### config.mk
export PLATFORM = sky130hd
export DESIGN_NAME = regfile_writeback_ctrl
export DESIGN_NICKNAME = d
export VERILOG_FILES = /design/src/rtl/regfile_wb_pkg.sv /design/src/rtl/wb_fifo.sv /design/src/rtl/regfile_writeback_ctrl.sv
export SDC_FILE = /design/constraint.sdc
export NUM_CORES = 1
export LEC_CHECK = 0
export CAP_MARGIN = 25
export CELL_PAD_IN_SITES_DETAIL_PLACEMENT = 1
export CELL_PAD_IN_SITES_GLOBAL_PLACEMENT = 2
export CORE_UTILIZATION = 41
export CTS_CLUSTER_DIAMETER = 100
export DETAILED_ROUTE_END_ITERATION = 8
export HOLD_SLACK_MARGIN = 0.15
export PLACE_DENSITY_LB_ADDON = 0.1
export SYNTH_ARGS = -nofsm -noshare
export SYNTH_HDL_FRONTEND = slang
export SYNTH_SLANG_ARGS = --single-unit
### constraint.sdc
create_clock -name clk -period 11.1 [get_ports clk]
set_input_delay 2.22 -clock clk [delete_from_list [all_inputs] [get_ports clk]]
set_output_delay 2.22 -clock clk [all_outputs]
set_load 0.02 [all_outputs]
### src/rtl/regfile_wb_pkg.sv
// ----------------------------------------------------------------------------
// regfile_wb_pkg
//   Shared definitions for the register-file write-back front end.
//   REG_ADDR_W / NUM_REGS describe the 32x32 MIPS register file.
//   wb_entry_t is the canonical queued result {rd, data} at the default
//   32-bit data width; the FIFO stores the same layout as a flat vector so it
//   can follow the DATA_W parameter of the top level.
// ----------------------------------------------------------------------------
package regfile_wb_pkg;

    localparam int REG_ADDR_W = 5;
    localparam int NUM_REGS   = 32;
    localparam int WB_DATA_W  = 32;

    typedef struct packed {
        logic [REG_ADDR_W-1:0] rd;
        logic [WB_DATA_W-1:0]  data;
    } wb_entry_t;

    // Results targeting $0 are acknowledged but never written.
    function automatic logic is_reg_zero(input logic [REG_ADDR_W-1:0] rd);
        return (rd == '0);
    endfunction

endpackage

### src/rtl/wb_fifo.sv
// ----------------------------------------------------------------------------
// wb_fifo
//   In-order synchronous FIFO with two push ports and one pop port.
//   When both pushes fire in the same cycle, push0 is stored ahead of push1.
//   A lone push1 takes the next free slot just like push0 would.
//   The caller guarantees there is room for the pushes (after the pop).
//
//   Ports:
//     clk, reset      clock, asynchronous active-low reset
//     push0_i/din0_i  first (older) push
//     push1_i/din1_i  second (younger) push
//     pop_i           remove the head entry (only while non-empty)
//     head_o          head entry (content undefined when empty)
//     count_o         occupancy, 0..DEPTH
//     view_o          all slots, oldest first (only when WB_FORWARD_EN
//                     is defined; used by the forwarding search)
//
//   DEPTH must be a power of two, minimum 2, so pointers wrap naturally.
// ----------------------------------------------------------------------------
module wb_fifo #(
    parameter int DEPTH = 4,
    parameter int WIDTH = 37
) (
    input  logic                     clk,
    input  logic                     reset,
    input  logic                     push0_i,
    input  logic [WIDTH-1:0]         din0_i,
    input  logic                     push1_i,
    input  logic [WIDTH-1:0]         din1_i,
    input  logic                     pop_i,
    output logic [WIDTH-1:0]         head_o,
    output logic [$clog2(DEPTH):0]   count_o
`ifdef WB_FORWARD_EN
    ,
    output logic [DEPTH*WIDTH-1:0]   view_o
`endif
);

    localparam int PW = $clog2(DEPTH);
    localparam int CW = PW + 1;

    logic [WIDTH-1:0] mem_q [DEPTH];
    logic [PW-1:0]    rptr_q, rptr_d;
    logic [PW-1:0]    wptr_q, wptr_d;
    logic [CW-1:0]    count_q, count_d;

    // push1 lands right after push0 when both fire, otherwise at wptr.
    logic [PW-1:0]    wslot1;

    always_comb begin
        wslot1  = wptr_q + PW'(push0_i);
        wptr_d  = wptr_q + PW'(push0_i) + PW'(push1_i);
        rptr_d  = rptr_q + PW'(pop_i);
        count_d = count_q + CW'(push0_i) + CW'(push1_i) - CW'(pop_i);
    end

    always_ff @(posedge clk or negedge reset) begin
        if (!reset) begin
            rptr_q  <= '0;
            wptr_q  <= '0;
            count_q <= '0;
        end else begin
            rptr_q  <= rptr_d;
            wptr_q  <= wptr_d;
            count_q <= count_d;
        end
    end

    // Storage holds no reset: stale slots are unreachable once pointers clear.
    always_ff @(posedge clk) begin
        if (push0_i) begin
            mem_q[wptr_q] <= din0_i;
        end
        if (push1_i) begin
            mem_q[wslot1] <= din1_i;
        end
    end

    assign head_o  = mem_q[rptr_q];
    assign count_o = count_q;

`ifdef WB_FORWARD_EN
    generate
        for (genvar gi = 0; gi < DEPTH; gi++) begin : g_view
            assign view_o[gi*WIDTH +: WIDTH] = mem_q[rptr_q + PW'(gi)];
        end
    endgenerate
`endif

endmodule

### src/rtl/regfile_writeback_ctrl.sv
// ----------------------------------------------------------------------------
// regfile_writeback_ctrl
//   Write-side front end of the 32x32 MIPS register file. ALU and load
//   results are queued in order (load ahead of ALU when both arrive in the
//   same cycle) and drained one per cycle onto the register-file write port.
//   A per-register pending counter feeds the hazard unit via busy.
//
//   Ports:
//     clk, reset                    clock, asynchronous active-low reset
//     alu_valid/alu_rd/alu_data     ALU result, alu_ready = accepted
//     mem_valid/mem_rd/mem_data     load result, mem_ready = accepted
//     issue_valid/issue_rd          issued instruction with a destination
//     rf_we/rf_waddr/rf_wdata       register-file write port
//     busy[31:0]                    register r has writes pending
//     fifo_count                    queue occupancy, 0..DEPTH
//   Optional (macro WB_FORWARD_EN):
//     fwd_rd in, fwd_hit / fwd_data out: youngest queued value for fwd_rd.
// ----------------------------------------------------------------------------
module regfile_writeback_ctrl
    import regfile_wb_pkg::*;
#(
    parameter int DEPTH  = 4,
    parameter int DATA_W = 32,
    parameter int PCNT_W = 2
) (
    input  logic                   clk,
    input  logic                   reset,
    input  logic                   alu_valid,
    input  logic [REG_ADDR_W-1:0]  alu_rd,
    input  logic [DATA_W-1:0]      alu_data,
    output logic                   alu_ready,
    input  logic                   mem_valid,
    input  logic [REG_ADDR_W-1:0]  mem_rd,
    input  logic [DATA_W-1:0]      mem_data,
    output logic                   mem_ready,
    input  logic                   issue_valid,
    input  logic [REG_ADDR_W-1:0]  issue_rd,
    output logic                   rf_we,
    output logic [REG_ADDR_W-1:0]  rf_waddr,
    output logic [DATA_W-1:0]      rf_wdata,
    output logic [NUM_REGS-1:0]    busy,
    output logic [$clog2(DEPTH):0] fifo_count
`ifdef WB_FORWARD_EN
    ,
    input  logic [REG_ADDR_W-1:0]  fwd_rd,
    output logic                   fwd_hit,
    output logic [DATA_W-1:0]      fwd_data
`endif
);

    localparam int CW      = $clog2(DEPTH) + 1;
    localparam int ENTRY_W = REG_ADDR_W + DATA_W;

    // Same layout as wb_entry_t, sized by DATA_W.
    typedef struct packed {
        logic [REG_ADDR_W-1:0] rd;
        logic [DATA_W-1:0]     data;
    } entry_t;

    entry_t        head;
    entry_t        mem_entry, alu_entry;
    logic [CW-1:0] count;
    logic [CW-1:0] space;
    logic          pop;
    logic          push_mem, push_alu;

    // ------------------------------------------------------------------
    // Accept / drain
    // ------------------------------------------------------------------
    assign pop = (count != '0);

    // The pop credit lets a full queue still accept one result per cycle.
    assign space     = CW'(DEPTH) - count + CW'(pop);
    assign mem_ready = (space >= CW'(1));
    // A load offered in the same cycle claims a slot first.
    assign alu_ready = mem_valid ? (space >= CW'(2)) : (space >= CW'(1));

    // $0 results are acknowledged but dropped.
    assign push_mem = mem_valid && mem_ready && !is_reg_zero(mem_rd);
    assign push_alu = alu_valid && alu_ready && !is_reg_zero(alu_rd);

    assign mem_entry = '{rd: mem_rd, data: mem_data};
    assign alu_entry = '{rd: alu_rd, data: alu_data};

`ifdef WB_FORWARD_EN
    logic [DEPTH*ENTRY_W-1:0] view;
`endif

    wb_fifo #(
        .DEPTH (DEPTH),
        .WIDTH (ENTRY_W)
    ) u_fifo (
        .clk     (clk),
        .reset   (reset),
        .push0_i (push_mem),
        .din0_i  (mem_entry),
        .push1_i (push_alu),
        .din1_i  (alu_entry),
        .pop_i   (pop),
        .head_o  (head),
        .count_o (count)
`ifdef WB_FORWARD_EN
        ,
        .view_o  (view)
`endif
    );

    assign rf_we      = pop;
    assign rf_waddr   = pop ? head.rd   : '0;
    assign rf_wdata   = pop ? head.data : '0;
    assign fifo_count = count;

    // ------------------------------------------------------------------
    // Pending scoreboard (no counter for $0, which is never busy)
    // ------------------------------------------------------------------
    localparam logic [PCNT_W-1:0] PMAX = {PCNT_W{1'b1}};

    assign busy[0] = 1'b0;

    generate
        for (genvar gi = 1; gi < NUM_REGS; gi++) begin : g_sb
            logic              inc, dec;
            logic [PCNT_W-1:0] pcnt_q, pcnt_d;

            assign inc = issue_valid && (issue_rd == REG_ADDR_W'(gi));
            assign dec = pop && (head.rd == REG_ADDR_W'(gi));

            // Saturate instead of wrapping; the assertions flag misuse.
            always_comb begin
                pcnt_d = pcnt_q;
                if (inc && !dec && pcnt_q != PMAX) begin
                    pcnt_d = pcnt_q + 1'b1;
                end else if (dec && !inc && pcnt_q != '0) begin
                    pcnt_d = pcnt_q - 1'b1;
                end
            end

            always_ff @(posedge clk or negedge reset) begin
                if (!reset) begin
                    pcnt_q <= '0;
                end else begin
                    pcnt_q <= pcnt_d;
                end
            end

            assign busy[gi] = (pcnt_q != '0);

            a_issue_overflow: assert property (
                @(posedge clk) disable iff (!reset) !(inc && pcnt_q == PMAX));
            a_pop_underflow: assert property (
                @(posedge clk) disable iff (!reset) !(dec && pcnt_q == '0));
        end
    endgenerate

    // ------------------------------------------------------------------
    // Forwarding search: oldest to youngest so the last match wins.
    // ------------------------------------------------------------------
`ifdef WB_FORWARD_EN
    always_comb begin
        fwd_hit  = 1'b0;
        fwd_data = '0;
        if (fwd_rd != '0) begin
            for (int k = 0; k < DEPTH; k++) begin
                if ((CW'(k) < count) &&
                    (view[k*ENTRY_W + DATA_W +: REG_ADDR_W] == fwd_rd)) begin
                    fwd_hit  = 1'b1;
                    fwd_data = view[k*ENTRY_W +: DATA_W];
                end
            end
        end
    end
`endif

endmodule

==> qor.csv, run 1 <==
stage,metric,value,unit
timing,number of setup violations in the final report,0,
critical_path,Stages on worst setup path,4,
finish,largest register by flop count,u_fifo.mem_q,
global_routing,largest net degree at the start of global routing,70,
critical_path,destination of the critical timing path,alu_ready,
critical_path,data arrival time of the critical path,3920,ps
global_routing,overall track demand over capacity in global routing,0.210,
placed_design,Port Buf Inserts,157,
yosys,yosys aoi share,0.0801,
power_and_ir_drop,leakage power total,5.34,nW
yosys,Post-synth top cells,"edfxtp_1, mux2_2, a21oi_1, dfrtp_1, nor2_1",
yosys,cell total in the yosys stat output,928,
clock_network,Sink Count,217,
die,number of cell rows,61,
yosys,fraction of synthesis flops using an asynchronous set or reset pin,0.318,
global_routing,first-pass GRT wire length,47.1,mm
yosys,number of synthesized flops with an enable pin,148,
drt,number of antenna-violating nets in the routed design,0,
status,outcome,completed,
yosys,yosys synthesis chip area,11800,sq um
finish,Post-Layout Cell Count,1477,
clock_network,clk slew on worst S/H paths,60,ps
timing,worst setup margin,4960,ps
yosys,Syn Std Cell Area,11800,sq um
critical_path,Worst Path Buf+Inv,2,
yosys,XOR/XNOR Fraction of Synth Area,0.00521,
clock_network,total of cells resized after clock tree synthesis,0,
finish,most frequently placed logic cell in the final layout,clkdlybuf4s50_1,
clock_network,deepest clock path buffer count,3,
yosys,top logic cell family in the synthesized netlist,multiplexers,
power_and_ir_drop,top power group,combinational logic,
critical_path,nature of the critical path startpoint,primary input,
power_and_ir_drop,power drawn by the clock network,0.836,mW
hold_path,worst hold start,g_sb[17].pcnt_q[0],
drt,Vias,8087,
placed_design,HPWL after DPL,19.5,mm
finish,number of inserted filler cells in the final layout,2852,
yosys,fraction of synthesized area in multiplexers,0.213,
run 1: worst register-to-register path: cells and delay by family, from the launching register on:
family | cells | cell delay (ps)
fa+ha+maj | 3 | 780
compound gates | 2 | 760
buf+inv | 5 | 1900
xor+xnor | 2 | 350
simple gates | 3 | 350
flops | 1 | 430
run 1: layout make-up:
type,instances,area share
clock buffers,30,0.0475
flip-flops and latches,217,0.422
inverters,18,0.00462
repair buffers,174,0.117
diodes,2,0.000342
clock inverters,15,0.00924
multi-input cells,643,0.367
well taps,378,0.0323
run 1: per-layer routing:
layer	GRT usage	vias up	routed length [um]
met5	0	-	13
met3	0.0366	44	1220
met4	0.0458	2	599
met1	0.259	4061	13100
met2	0.383	148	15400
li1	-	3832	-
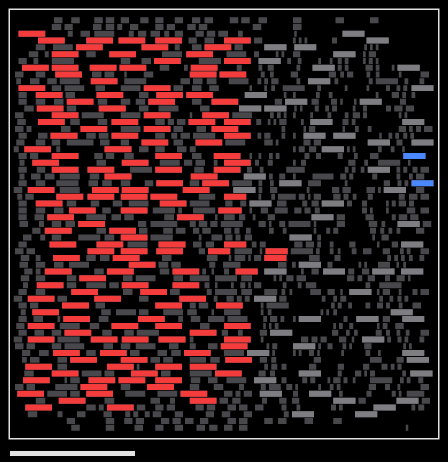
Figure 1: run 1, hierarchy map of the flops.
The bar under the picture is 50 um long. Other sequential cells in the stronger gray, the rest of the logic in the fainter gray.
- u_fifo: red (placed flops 155)
- g_sb[1]: blue (placed flops 2)
- not colored: 60

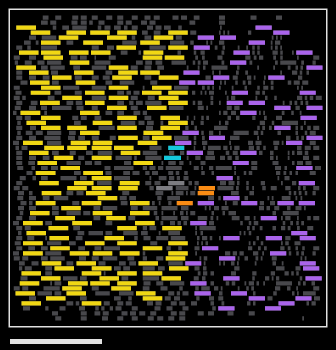
Figure 2: run 1, sequential cells colored by netlist name.
The bar under the picture is 50 um long. Other sequential cells in the stronger gray, the rest of the logic in the fainter gray.
- u_fifo.mem_q: yellow (placed flops 148)
- g_sb.pcnt_q: purple (placed flops 62)
- u_fifo.rptr_q: cyan (placed flops 2)
- u_fifo.count_o: orange (placed flops 3)
- not colored: 2

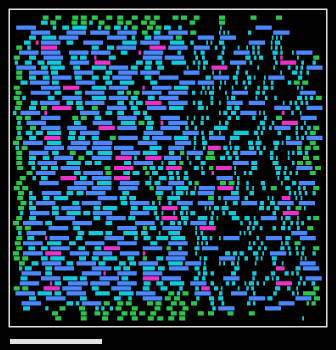
Figure 3: run 1, placed cells, one color a class.
The bar under the picture is 50 um long.
- other buffers and delay cells: green (cells 174; share of their area 12%)
- all other logic: cyan (cells 661; share of their area 38%)
- flip-flops: blue (cells 217; share of their area 44%)
- clock drivers and dummy loads: magenta (cells 45; share of their area 5.9%)

## Run 2: what changed since run 1
Settings changed: CORE_UTILIZATION 41 to 38.
Clock period 11.1 ns to 6.3 ns, I/O delays scaled along.
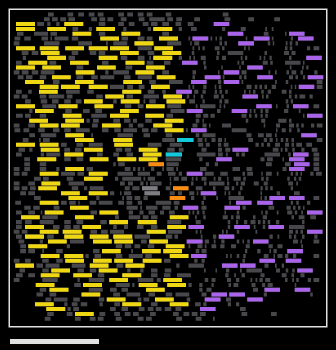
Figure 4: run 2, sequential cells colored by netlist name.
The bar under the picture is 50 um long. Other sequential cells in the stronger gray, the rest of the logic in the fainter gray.
total sequential power: 2.57 mW
Finished Core Util: 0.480
combined flip-flop and latch cell area: 6170 sq um

==> run 2 against run 1 <==
- routed wire length rose by 0.97%
- worst setup slack lost 3700 ps
- combinational power is 76% higher
- global-route usage fell by 1.2 points
- largest cell class unchanged
==> qor.csv, run 2 <==
stage,metric,value,unit
finish,non-clock buffering overhead in the final layout,0.119,
timing,worst setup margin,1250,ps
hold_path,worst hold start,g_sb[25].pcnt_q[0],
critical_path,data arrival time of the critical path,3790,ps
finish,multi-input combinational area share,0.366,
drt,highest metal layer with signal wires,met5,
yosys,Syn Std Cell Area,11800,sq um
global_routing,met1 layer usage reported by global route,0.263,
yosys,fraction of synthesis flops using an asynchronous set or reset pin,0.318,
clock_network,Sink Count,217,
finish,number of clock-tree buffers in the layout,37,
global_routing,overall track demand over capacity in global routing,0.198,
global_routing,GR Layer Usage met2,0.334,
yosys,number of synthesized flops with an enable pin,148,
finish,fraction of area in clock buffers and inverters,0.0547,
clock_network,clk slew on worst S/H paths,60,ps
placed_design,HPWL after DPL,19.5,mm
placed_design,Port Buf Inserts,157,
drt,number of antenna-violating nets in the routed design,0,
status,outcome,completed,
die,Taps Inserted,396,
global_routing,first-pass GRT wire length,48.0,mm
yosys,Post-synth top cells,"edfxtp_1, mux2_2, a21oi_1, dfrtp_1, nor2_1",
finish,Flops,217,
critical_path,nature of the critical path startpoint,flop,
drt,Detail Route met2 WL,14.8,mm
drt,Vias,8150,
drt,routed wl met3,1.43,mm
clock_network,deepest clock path buffer count,3,
drt,Met1 Routed Length,13.7,mm
yosys,yosys aoi share,0.0801,
die,number of cell rows,64,
finish,most frequently placed logic cell in the final layout,clkdlybuf4s50_1,
finish,sequential cell area share,0.422,
critical_path,Worst Path Buf+Inv,4,
clock_network,total of cells resized after clock tree synthesis,0,
timing,number of setup violations in the final report,0,
yosys,yosys synthesis chip area,11800,sq um
global_routing,met3 track demand over resource in global routing,0.0356,
yosys,cell total in the yosys stat output,928,
finish,number of buffers outside the clock class in the layout,176,
yosys,top logic cell family in the synthesized netlist,multiplexers,
global_routing,most crowded layer after global routing,met2,
## run 2: cell counts after synthesis
No cell type changed its count.
## run 2: power groups by stage
stage | Combinational [mW] | Clock [mW] | Sequential [mW]
floorplan | 2.64 | 0 | 2.52
global placement | 4.02 | 0 | 2.67
detailed placement | 4.18 | 0 | 2.61
CTS | 4.20 | 1.48 | 2.58
global route | 4.46 | 1.53 | 2.64
finish | 4.14 | 1.44 | 2.57
## run 2: final timing paths
check / to / slack (ps) / cells after the start
min in group asynchronous: g_sb[28].pcnt_q[1] / 560 / 1
worst max register to register: u_fifo.mem_q[2][22] / 1730 / 14
worst min-delay path: g_sb[25].pcnt_q[0] / 490 / 1
max in group asynchronous: u_fifo.rptr_q[1] / 4600 / 2
worst max-delay path: alu_ready / 1250 / 8
worst min register to register: g_sb[25].pcnt_q[0] / 490 / 1
Power is estimated from default activity; no workload was simulated.
